===== config.mk =====
export PLATFORM = sky130hd
export DESIGN_NAME = input_fetch_ctrl_flat
export DESIGN_NICKNAME = d
export VERILOG_FILES = /design/src/rtl/input_fetch_if.sv /design/src/rtl/input_fetch_ctrl.sv /design/src/flat_wrapper.sv
export SDC_FILE = /design/constraint.sdc
export NUM_CORES = 1
export LEC_CHECK = 0
export ABC_CLOCK_PERIOD_IN_PS = 4200
export CAP_MARGIN = 5
export CORE_ASPECT_RATIO = 1.1
export CORE_MARGIN = 3
export CORE_UTILIZATION = 51
export CTS_BUF_LIST = sky130_fd_sc_hd__clkbuf_8
export CTS_CLUSTER_DIAMETER = 50
export DETAILED_ROUTE_END_ITERATION = 8
export PLACE_DENSITY_LB_ADDON = 0.2
export SLEW_MARGIN = 25
export SYNTH_ARGS = -nofsm -noshare
export SYNTH_HDL_FRONTEND = slang
export SYNTH_SLANG_ARGS = --single-unit

===== constraint.sdc =====
create_clock -name clk -period 4.2 [get_ports clk]
set_clock_uncertainty 0.1 [all_clocks]
set_input_delay 1.26 -clock clk [delete_from_list [all_inputs] [get_ports clk]]
set_output_delay 1.26 -clock clk [all_outputs]
set_load 0.02 [all_outputs]

===== src/rtl/input_fetch_if.sv =====
// ---------------------------------------------------------------------------
// input_fetch_if
//   Signal bundle between input_fetch_ctrl, the input image SRAM and the FFT
//   row engine.
//
//   Ports (as seen from the master = input_fetch_ctrl):
//     start        in   one-cycle frame start pulse
//     busy         out  frame in progress
//     done         out  one-cycle pulse after the last pixel handshake
//     sram_addr    out  16-bit byte address to the SRAM
//     sram_wen     out  SRAM write enable (always 0)
//     sram_q       in   32-bit SRAM read data, byte k = pixel at sram_addr+k
//     pix_valid    out  pixel stream valid
//     pix_ready    in   downstream accept
//     pix_data     out  signed 8-bit pixel
//     pix_col_last out  last column of a padded row
//     pix_last     out  last pixel of the padded frame
//
//   Pixel handshake: a pixel transfers on a rising edge where pix_valid and
//   pix_ready are both high. Once pix_valid is raised, pix_valid, pix_data,
//   pix_col_last and pix_last hold unchanged until that transfer happens;
//   pix_ready may change on any cycle and never feeds back combinationally
//   into pix_valid.
// ---------------------------------------------------------------------------
interface input_fetch_if;
   logic        start;
   logic        busy;
   logic        done;
   logic [15:0] sram_addr;
   logic        sram_wen;
   logic [31:0] sram_q;
   logic        pix_valid;
   logic        pix_ready;
   logic [7:0]  pix_data;
   logic        pix_col_last;
   logic        pix_last;

   modport master (
      input  start,
      output busy, done,
      output sram_addr, sram_wen,
      input  sram_q,
      output pix_valid,
      input  pix_ready,
      output pix_data, pix_col_last, pix_last
   );

   modport slave (
      output start,
      input  busy, done,
      input  sram_addr, sram_wen,
      output sram_q,
      input  pix_valid,
      output pix_ready,
      input  pix_data, pix_col_last, pix_last
   );
endinterface


===== src/rtl/input_fetch_ctrl.sv =====
// ---------------------------------------------------------------------------
// input_fetch_ctrl
//   Read sequencer for the 64K x 8 input image SRAM. On start it walks an
//   IMG_H x IMG_W image and emits an FFT_N x FFT_N zero-padded pixel stream
//   in row-major order. Each SRAM read returns 4 bytes, valid one cycle after
//   the address is presented; the SRAM is never written.
//
//   Parameters: IMG_H, IMG_W (1..FFT_N), FFT_N (power of 2, 4..256),
//               BASE_ADDR (byte address of pixel (0,0), wraps modulo 2^16).
//
//   Ports:
//     clk        rising-edge clock
//     rst        asynchronous active-high reset
//     bus        input_fetch_if.master (start/busy/done, SRAM, pixel stream)
//     dbg_state  current FSM state encoding (state_t)
//
//   Build option INPUT_FETCH_PREFETCH_EN: adds a second group buffer that is
//   filled while the current group emits lanes 1..3, giving 1 pixel/cycle.
//   Without it, a valid group takes 6 cycles and a padding group 5 cycles.
// ---------------------------------------------------------------------------
module input_fetch_ctrl #(
   parameter int          IMG_H     = 28,
   parameter int          IMG_W     = 28,
   parameter int          FFT_N     = 32,
   parameter logic [15:0] BASE_ADDR = 16'h0000
) (
   input  logic          clk,
   input  logic          rst,
   input_fetch_if.master bus,
   output logic [2:0]    dbg_state
);

   typedef enum logic [2:0] {
      S_IDLE  = 3'd0,
      S_FETCH = 3'd1,
      S_LOAD  = 3'd2,
      S_ZLOAD = 3'd3,
      S_EMIT  = 3'd4,
      S_DONE  = 3'd5
   } state_t;

   state_t      state_q, state_d;
   logic [8:0]  row_q, row_d, col_q, col_d;
   logic [1:0]  lane_q, lane_d;
   logic [15:0] row_base_q, row_base_d;
   logic [15:0] addr_q, addr_d;
   logic [31:0] buf_q, buf_d;

   logic        col_wrap, last_grp, nxt_fetch, hs;
   logic [8:0]  nxt_col, nxt_row;
   logic [15:0] nxt_row_base;

`ifdef INPUT_FETCH_PREFETCH_EN
   typedef enum logic [1:0] {PF_EMPTY, PF_WAIT, PF_FULL} pf_t;
   pf_t         pf_q, pf_d;
   logic [31:0] nbuf_q, nbuf_d;
`endif

   // Zero every lane whose column lies at or past the image row end, so bytes
   // belonging to the next image row are never forwarded.
   function automatic logic [31:0] mask_group(input logic [31:0] q, input logic [8:0] c);
      logic [31:0] m;
      m = q;
      for (int k = 0; k < 4; k++) begin
         if (int'(c) + k >= IMG_W) m[8*k +: 8] = 8'h00;
      end
      return m;
   endfunction

   // Position of the group that follows the current one.
   always_comb begin
      col_wrap     = (col_q == 9'(FFT_N - 4));
      nxt_col      = col_wrap ? 9'd0 : col_q + 9'd4;
      nxt_row      = col_wrap ? row_q + 9'd1 : row_q;
      nxt_row_base = col_wrap ? row_base_q + 16'(IMG_W) : row_base_q;
      last_grp     = col_wrap && (row_q == 9'(FFT_N - 1));
      nxt_fetch    = (nxt_row < 9'(IMG_H)) && (nxt_col < 9'(IMG_W));
   end

   assign hs = (state_q == S_EMIT) && bus.pix_ready;

   always_comb begin
      state_d    = state_q;
      row_d      = row_q;
      col_d      = col_q;
      lane_d     = lane_q;
      row_base_d = row_base_q;
      addr_d     = addr_q;
      buf_d      = buf_q;
`ifdef INPUT_FETCH_PREFETCH_EN
      pf_d       = pf_q;
      nbuf_d     = nbuf_q;
`endif
      case (state_q)
         S_IDLE: begin
            if (bus.start) begin
               row_d      = '0;
               col_d      = '0;
               lane_d     = '0;
               row_base_d = BASE_ADDR;
               state_d    = (IMG_H > 0 && IMG_W > 0) ? S_FETCH : S_ZLOAD;
            end
         end
         S_FETCH: begin
            addr_d  = row_base_q + {7'd0, col_q};
            state_d = S_LOAD;
         end
         S_LOAD: begin
            buf_d   = mask_group(bus.sram_q, col_q);
            state_d = S_EMIT;
         end
         S_ZLOAD: begin
            buf_d   = '0;
            state_d = S_EMIT;
         end
         S_EMIT: begin
            if (hs) begin
               lane_d = lane_q + 2'd1;
               if (lane_q == 2'd3) begin
                  col_d      = nxt_col;
                  row_d      = nxt_row;
                  row_base_d = nxt_row_base;
                  if (last_grp) begin
                     state_d    = S_DONE;
                     col_d      = '0;
                     row_d      = '0;
                     row_base_d = BASE_ADDR;
                  end else begin
`ifdef INPUT_FETCH_PREFETCH_EN
                     // The prefetch buffer is always full by lane 3: it is
                     // issued on the lane-1 cycle and completes one cycle later.
                     buf_d = nbuf_q;
`else
                     state_d = nxt_fetch ? S_FETCH : S_ZLOAD;
`endif
                  end
               end
            end
         end
         S_DONE:  state_d = S_IDLE;
         default: state_d = S_IDLE;
      endcase

`ifdef INPUT_FETCH_PREFETCH_EN
      case (pf_q)
         PF_EMPTY: begin
            if (state_q == S_EMIT && lane_q != 2'd0 && !last_grp) begin
               if (nxt_fetch) begin
                  addr_d = nxt_row_base + {7'd0, nxt_col};
                  pf_d   = PF_WAIT;
               end else begin
                  nbuf_d = '0;
                  pf_d   = PF_FULL;
               end
            end
         end
         PF_WAIT: begin
            // Counters still point at the current group, so nxt_col is the
            // column of the data arriving now.
            nbuf_d = mask_group(bus.sram_q, nxt_col);
            pf_d   = PF_FULL;
         end
         PF_FULL: begin
            if (hs && lane_q == 2'd3) pf_d = PF_EMPTY;
         end
         default: pf_d = PF_EMPTY;
      endcase
`endif
   end

   always_ff @(posedge clk or posedge rst) begin
      if (rst) begin
         state_q    <= S_IDLE;
         row_q      <= '0;
         col_q      <= '0;
         lane_q     <= '0;
         row_base_q <= BASE_ADDR;
         addr_q     <= '0;
         buf_q      <= '0;
`ifdef INPUT_FETCH_PREFETCH_EN
         pf_q       <= PF_EMPTY;
         nbuf_q     <= '0;
`endif
      end else begin
         state_q    <= state_d;
         row_q      <= row_d;
         col_q      <= col_d;
         lane_q     <= lane_d;
         row_base_q <= row_base_d;
         addr_q     <= addr_d;
         buf_q      <= buf_d;
`ifdef INPUT_FETCH_PREFETCH_EN
         pf_q       <= pf_d;
         nbuf_q     <= nbuf_d;
`endif
      end
   end

   // The address is presented in the issuing cycle and then held in addr_q.
   assign bus.sram_addr    = addr_d;
   assign bus.sram_wen     = 1'b0;
   assign bus.busy         = (state_q != S_IDLE) && (state_q != S_DONE);
   assign bus.done         = (state_q == S_DONE);
   assign bus.pix_valid    = (state_q == S_EMIT);
   assign bus.pix_data     = (state_q == S_EMIT) ? buf_q[{lane_q, 3'b000} +: 8] : 8'h00;
   assign bus.pix_col_last = (state_q == S_EMIT) && col_wrap && (lane_q == 2'd3);
   assign bus.pix_last     = bus.pix_col_last && (row_q == 9'(FFT_N - 1));
   assign dbg_state        = state_q;

endmodule

===== src/flat_wrapper.sv =====
// flat-port wrapper written by rule: the top's interface ports become plain ports
module input_fetch_ctrl_flat 
#(
   parameter int          IMG_H     = 28,
   parameter int          IMG_W     = 28,
   parameter int          FFT_N     = 32,
   parameter logic [15:0] BASE_ADDR = 16'h0000
)
  (clk, rst, dbg_state, bus_start, bus_busy, bus_done, bus_sram_addr, bus_sram_wen, bus_sram_q, bus_pix_valid, bus_pix_ready, bus_pix_data, bus_pix_col_last, bus_pix_last);
  input_fetch_if bus_i ();
  input  logic clk;
  input  logic rst;
  output logic [2:0] dbg_state;
  input wire logic [$bits(bus_i.start)-1:0] bus_start;
  output wire logic [$bits(bus_i.busy)-1:0] bus_busy;
  output wire logic [$bits(bus_i.done)-1:0] bus_done;
  output wire logic [$bits(bus_i.sram_addr)-1:0] bus_sram_addr;
  output wire logic [$bits(bus_i.sram_wen)-1:0] bus_sram_wen;
  input wire logic [$bits(bus_i.sram_q)-1:0] bus_sram_q;
  output wire logic [$bits(bus_i.pix_valid)-1:0] bus_pix_valid;
  input wire logic [$bits(bus_i.pix_ready)-1:0] bus_pix_ready;
  output wire logic [$bits(bus_i.pix_data)-1:0] bus_pix_data;
  output wire logic [$bits(bus_i.pix_col_last)-1:0] bus_pix_col_last;
  output wire logic [$bits(bus_i.pix_last)-1:0] bus_pix_last;
  assign bus_i.start = bus_start;
  assign bus_busy = bus_i.busy;
  assign bus_done = bus_i.done;
  assign bus_sram_addr = bus_i.sram_addr;
  assign bus_sram_wen = bus_i.sram_wen;
  assign bus_i.sram_q = bus_sram_q;
  assign bus_pix_valid = bus_i.pix_valid;
  assign bus_i.pix_ready = bus_pix_ready;
  assign bus_pix_data = bus_i.pix_data;
  assign bus_pix_col_last = bus_i.pix_col_last;
  assign bus_pix_last = bus_i.pix_last;
  input_fetch_ctrl #(.IMG_H(IMG_H), .IMG_W(IMG_W), .FFT_N(FFT_N), .BASE_ADDR(BASE_ADDR)) u_core (.clk(clk), .rst(rst), .bus(bus_i), .dbg_state(dbg_state));
endmodule

run_1/met2.png
(4 px per um)
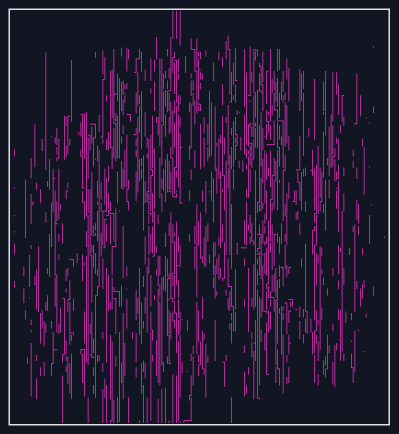
main direction: vertical
nets with wire on the layer: 464
wire length on this layer: 5030 um
longest straight run: 37.2 um
met2 usage: 35.5%
drt total wl: 10.3 mm
vias: 3572

run_1/pdn.png
(4 px per um) Pins as bars on the die edge.
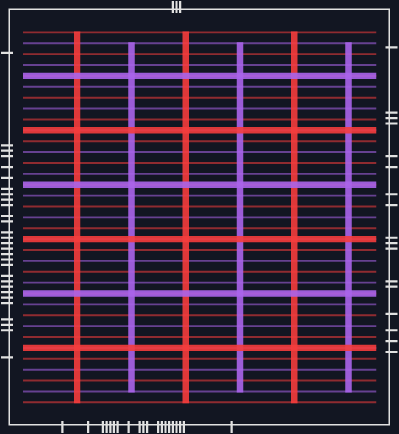
legend:
  purple:
    net: VDD
  red:
    net: VSS
met4 straps: 6
met1 rails: 35
signal pins: 69
rows: 34
met5 straps: 6

run_1/registers.png
(4 px per um) Other sequential cells in the stronger gray, the rest of the logic in the fainter gray.
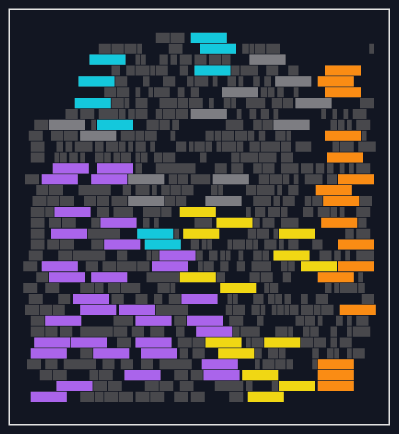
legend:
  orange:
    name_in_the_netlist: u_core.addr_q
    sequential_cells: 16
  yellow:
    name_in_the_netlist: u_core.row_base_q
    sequential_cells: 14
  purple:
    name_in_the_netlist: u_core.buf_q
    sequential_cells: 32
  cyan:
    name_in_the_netlist: u_core.row_q
    sequential_cells: 9
Seq power: 1.16 mW
flop share of the area: 38.4%
sequential cell area: 2080 um^2

==> results.sh, run 1 <==
# source this file to load flow results
export IMPL_ys_warn_count=0
export IMPL_dr_pass1_iters=5
export IMPL_layout_drive_gt1_share_pct=10.2
export IMPL_core_area_um2=8170
export IMPL_crit_chain="or3b_2 > inv_1 > and4_1 > clkdlybuf4s50_1"
export IMPL_flop_cell="dfrtp_1"
export IMPL_logic_area_um2=2170
export IMPL_syn_cell_area_um2=4410
export IMPL_topCombFamilyByArea="AND-OR/OR-AND gates"
export IMPL_slowest_delay_ps=610
export IMPL_async_reset_ff_share_pct=100
export IMPL_wl_per_cell_um=17.0
export IMPL_root_buffer="clkbuf_8"
export IMPL_edf_count=0
export IMPL_fp_dieH_um=104
export IMPL_antenna_left=0
export IMPL_final_hold_viol_count=0
export IMPL_drc=0
export IMPL_grtUsageTotal_pct=22.5
export IMPL_muxShareOfSynthArea_pct=5.22
export IMPL_rows=34
export IMPL_fp_utilization_pct=54.0
export IMPL_setup_viol=0
export IMPL_max_clock_path_buffers=2
export IMPL_syn2layout_area_growth_pct=22.8
export IMPL_place_hpwl_mm=7.40
export IMPL_xor_area_share_pct=4.77
export IMPL_relSlewSlack_pct=57.0
export IMPL_syn_avg_cell_area_um2=10.3
export IMPL_max_freq_ghz=0.248
export IMPL_power_total_mw=2.62
export IMPL_place_congestion=0.872
export IMPL_compound_area_share_pct=18.2
export IMPL_ys_ff=83
export IMPL_num_antenna_cells=0
export IMPL_top_area_cell="dfrtp_1"
export IMPL_holdBufCountCts=0
export IMPL_required_ps=2840
export IMPL_cts_tree="yes"
export IMPL_netSwitchingPower_uw=929
export IMPL_status="finished clean"
export IMPL_globalRouteOverflowTotal=0
export IMPL_vdd_ir_drop_max_mv=0.282
export IMPL_drv_cap=0
export IMPL_grt_max_degree=49
export IMPL_synthSimpleGateAreaFrac_pct=17.1
export IMPL_cpMaxStageDelayCell="clkdlybuf4s50_1"
export IMPL_whs_ps=391
export IMPL_ys_cells=428
export IMPL_warnings=27
export IMPL_finalNetCount=541
export IMPL_swShare_pct=35.4
export IMPL_power_frac_clock_pct=20.8
export IMPL_path_class="flop to output port"
export IMPL_tns_ps=0
export IMPL_cp_end_kind="output port"
export IMPL_powerDensity_nw_per_um2=484
export IMPL_antenna_found_initial=0
export IMPL_yosys_stat_seqShare_pct=47.1
export IMPL_worstSetupStartpointType="flop"
export IMPL_grt_pass1_wl_mm=17.8
export IMPL_grt_pass1_vias=3721
export IMPL_via_per_inst=5.89
export IMPL_hold_path_class="flop to flop"
export IMPL_dieArea_um2=9800
export IMPL_slew_violations=0
export IMPL_drt_iter0_markers=182
export IMPL_clock_latency_ps=360
export IMPL_synthCells=428
export IMPL_worst_slew_pin_slew_ps=643
export IMPL_yosys_area_share_adder_pct=3.63
## run 1: cell type report
type / count / share of cell area (%)
inverters: 13 / 0.925
repair buffers: 81 / 14.6
clock buffers: 10 / 2.54
multi-input cells: 305 / 40.1
well taps: 108 / 2.50
flip-flops and latches: 83 / 38.4
clock inverters: 6 / 0.902
## run 1: layer usage
metal / vias to the layer above / GRT usage, % / share of wire (%)
met4: 0 / 6.70 / 0.81
met5: - / 0 / 0
li1: 1703 / - / -
met3: 9 / 5.58 / 6.1
met1: 1758 / 30.6 / 44
met2: 102 / 35.5 / 49
## run 1: layout by cell type, fill, tap and decap left out, types with 5 or more instances in the layout
| master | netlist | final |
|---|---|---|
| nor4_1 | 6 | 6 |
| xnor2_1 | 19 | 19 |
| a22o_1 | 39 | 39 |
| clkdlybuf4s50_1 | 0 | 58 |
| nand3_1 | 25 | 25 |
| dfrtp_1 | 83 | 83 |
| nor2_1 | 16 | 16 |
| and3_1 | 6 | 6 |
| nand2_1 | 42 | 42 |
| o21ai_0 | 29 | 28 |
| nor3_1 | 6 | 6 |
| mux4_2 | 8 | 8 |
| a31oi_1 | 5 | 5 |
| buf_4 | 1 | 13 |
| ha_1 | 12 | 12 |
| and2_1 | 11 | 11 |
| mux2i_1 | 5 | 5 |
| a21oi_1 | 9 | 9 |
| inv_1 | 12 | 11 |
| xor2_1 | 5 | 5 |
| o31ai_1 | 5 | 5 |
| clkbuf_8 | 0 | 10 |
| a21o_1 | 8 | 8 |
## run 1: sequential cells by signal (all words and copies together) (netlist names)
signal,count
u_core.row_base_q,14
u_core.row_q,9
u_core.dbg_state,3
u_core.addr_q,16
u_core.col_q,7
u_core.lane_q,2
u_core.buf_q,32
## run 1: kinds of logic after synthesis
logic type / count (synthesis)
and+or+nand+nor: 143
adders and majority gates: 13
buffers and inverters: 40
other: 1
AOI/OAI and AO/OA: 111
DFF: 83
xor gates and xnor gates: 24
muxes: 13
## run 1: through the flow
stage / utilization (%) / std cells / cell area [um^2]
6_report: 66.3 / 606 / 5410
3_5_place_dp: 63.9 / 590 / 5220
3_3_place_gp: 63.9 / 590 / 5220
2_1_floorplan: - / 428 / 4410
5_1_grt: 66.3 / 606 / 5410
4_1_cts: 66.1 / 606 / 5400
## run 1: worst paths after layout
kind	cells past startpoint	slack, ps	end	from
worst max-delay path	4	170	bus_pix_last	u_core.dbg_state[1]
worst min-delay path	2	390	u_core.addr_q[11]	u_core.addr_q[11]
worst max register to register	5	1400	u_core.row_base_q[7]	u_core.col_q[8]
worst min register to register	2	390	u_core.addr_q[11]	u_core.addr_q[11]
max in group asynchronous	3	2170	u_core.buf_q[28]	rst
min in group asynchronous	2	1180	u_core.row_base_q[13]	rst
## run 1: worst max-delay path: cells and delay by family (launching register included)
kind / cells / cell delay, ps
buffers and inverters: 2 / 940
DFF: 1 / 480
and+or+nand+nor: 2 / 880
## run 1: power by group through the flow
stage / Clock [mW] / Combinational (mW) / Sequential [mW]
floorplan: 0 / 0.648 / 1.11
global placement: 0 / 0.890 / 1.16
detailed placement: 0 / 0.921 / 1.17
CTS: 0.554 / 0.924 / 1.15
global route: 0.586 / 1.01 / 1.18
finish: 0.546 / 0.918 / 1.16
==> run 1 -> run 2 <==
--- a/config.mk
+++ b/config.mk
@@ -5,11 +5,10 @@
 export SDC_FILE = /design/constraint.sdc
 export NUM_CORES = 1
 export LEC_CHECK = 0
-export ABC_CLOCK_PERIOD_IN_PS = 4200
 export CAP_MARGIN = 5
 export CORE_ASPECT_RATIO = 1.1
 export CORE_MARGIN = 3
-export CORE_UTILIZATION = 51
+export CORE_UTILIZATION = 45
 export CTS_BUF_LIST = sky130_fd_sc_hd__clkbuf_8
 export CTS_CLUSTER_DIAMETER = 50
 export DETAILED_ROUTE_END_ITERATION = 8
run_2/pdn.png
(3 px per um) Pins as bars on the die edge.
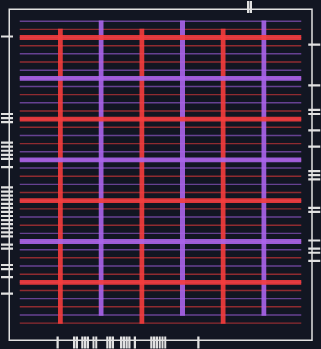
legend:
  red:
    net: VSS
  purple:
    net: VDD
met1 rails: 38
signal pins: 69
met4 straps: 6
met5 straps: 7
rows: 37
Worst VDD drop: 0.280 mV
die height: 110 um
core area: 9440 um^2
die width: 100 um

==> run 2 against run 1 <==
Compared with the run above: power barely moved; global-route usage fell by 3.2 points; largest cell class unchanged; first-iteration DRC count fell by 11%.
==> results.sh, run 2 <==
# source this file to load flow results
export IMPL_grtUsageTotal_pct=19.3
export IMPL_post_route_util_pct=57.5
export IMPL_syn_avg_cell_area_um2=10.3
export IMPL_setup_viol=0
export IMPL_dr_pass1_iters=4
export IMPL_warnings=27
export IMPL_max_clock_path_buffers=2
export IMPL_ys_cells=428
export IMPL_wl_per_cell_um=16.3
export IMPL_drt_iter0_markers=162
export IMPL_startpoint="u_core.col_q[3]"
export IMPL_slowest_delay_ps=650
export IMPL_worstSetupStartpointType="flop"
export IMPL_finalNetCount=540
export IMPL_edf_count=0
export IMPL_relSlewSlack_pct=51.0
export IMPL_drc=0
export IMPL_largest_reg_flops=32
export IMPL_flop_cell="dfrtp_1"
export IMPL_top_regs="u_core.buf_q: 32 flops, u_core.addr_q: 16 flops, u_core.row_base_q: 14 flops"
export IMPL_lay_top_count="dfrtp_1"
export IMPL_antenna_found_initial=0
export IMPL_status="finished clean"
export IMPL_layout_drive_gt1_share_pct=10.3
export IMPL_dieArea_um2=11000
export IMPL_power_total_mw=2.62
export IMPL_max_freq_ghz=0.253
export IMPL_syn_cell_area_um2=4410
export IMPL_vias=3536
export IMPL_tns_ps=0
export IMPL_crit_chain="ha_1 > a21o_1 > a21o_1 > xnor2_1 > o21ai_0 > clkdlybuf4s50_1"
export IMPL_synthCells=428
export IMPL_worst_path_most_repeated_cell="a21o_1"
export IMPL_worst_slew_pin_slew_ps=728
export IMPL_ys_warn_count=0
export IMPL_reg2reg_from="u_core.lane_q[0]"
export IMPL_antenna_left=0
export IMPL_grt_pass1_vias=3468
export IMPL_slew_violations=0
export IMPL_powerDensity_nw_per_um2=482
export IMPL_place_congestion=0.826
export IMPL_clkTransAtPathRegs_ps=80
export IMPL_dpl_cell_count=598
export IMPL_root_buffer="clkbuf_8"
export IMPL_grt_pass1_wl_mm=17.1
export IMPL_syn2layout_area_growth_pct=23.2
export IMPL_rows=37
export IMPL_globalRouteOverflowTotal=0
export IMPL_drt_wl_total_mm=10.0
export IMPL_area_leaders="dfrtp_1 47%, a22o_1 7.7%, mux4_2 4.1%"
export IMPL_top_area_cell="dfrtp_1"
export IMPL_place_hpwl_mm=7.26
export IMPL_cts_tree="yes"
export IMPL_clock_latency_ps=350
export IMPL_regMostFlops="u_core.buf_q"
export IMPL_async_reset_ff_share_pct=100
export IMPL_required_ps=2840
export IMPL_path_class="flop to output port"
export IMPL_mostFrequentLayoutCells="83 x dfrtp_1, 58 x clkdlybuf4s50_1, 42 x nand2_1"
export IMPL_holdCritStartpoint="u_core.addr_q[2]"
export IMPL_drv_cap=0
export IMPL_yosys_stat_seqShare_pct=47.1
export IMPL_ios=69
export IMPL_cpMaxStageDelayCell="clkdlybuf4s50_1"
export IMPL_grt_max_degree=51
export IMPL_stdcell_count=614
export IMPL_fp_utilization_pct=46.7
export IMPL_final_hold_viol_count=0
==> run 2: cell counts after synthesis <==
Identical to the previous run, type by type.
==> run 2: cell families (layout without fill, tap and decap cells) <==
group                      Yosys count  after routing  share of synthesized area, %
xor gates and xnor gates            24             24                          4.77
DFF                                 83             83                          47.1
other                                1              1                        0.0850
muxes                               13             13                          5.22
adders and majority gates           13             13                          3.63
buffers and inverters               40            109                          3.92
and+or+nand+nor                    143            143                          17.1
AOI/OAI and AO/OA                  111            111                          18.2
==> run 2: timing repair <==
action / 4_1_cts / 5_1_grt
hold buffers: 0 / 0
setup endpoints to repair: 4 / 7
cloned: 0 / 0
pin swaps: 0 / 0
resized: 4 / 7
==> run 2: final cells by class <==
type                    instances  area, um^2  area share (%)
flip-flops and latches         83        2080            38.2
multi-input cells             305        2170            40.0
well taps                     117         146            2.69
inverters                      13        53.8           0.990
clock inverters                 6        55.1            1.01
clock buffers                  10         138            2.53
repair buffers                 80         788            14.5
==> run 2: path summary, 6_finish.rpt <==
kind                                          to  slack (ps)  cells after the start
setup / recovery                bus_sram_addr[5]         240                      6
hold / removal                  u_core.addr_q[2]         390                      2
setup reg to reg           u_core.row_base_q[12]        1460                      7
hold reg to reg                 u_core.addr_q[2]         390                      2
max in group asynchronous        u_core.col_q[3]        2150                      3
min in group asynchronous        u_core.buf_q[6]        1180                      2
==> run 2: worst max-delay path, delay by kind of cell, from the launching register on <==
family / cells / cell delay (ps)
buf+inv: 1 / 650
fa+ha+maj: 1 / 360
xor+xnor: 1 / 120
compound gates: 3 / 630
flops: 1 / 490
==> run 2: routing by layer <==
| layer | vias up | share of wire [%] | global-route usage [%] |
|---|---|---|---|
| met5 | - | 0 | 0 |
| met4 | 0 | 1.2 | 6.16 |
| met3 | 10 | 5.0 | 3.05 |
| met2 | 92 | 48 | 31.7 |
| met1 | 1729 | 45 | 26.2 |
| li1 | 1705 | - | - |
==> run 2: stage by stage <==
step                      hold WS, ps  area [um^2]
after floorplan                   368         4410
final                             387         5430
after detailed placement          368         5230
after global routing              422         5430
after global placement            364         5230
after CTS                         389         5410
==> run 2: where the power goes <==
part           internal [mW]  total, mW  switching [mW]
clock                  0.244      0.558           0.315
sequential             0.999       1.18           0.179
combinational          0.454      0.884           0.429
Power is estimated from default activity; no workload was simulated.
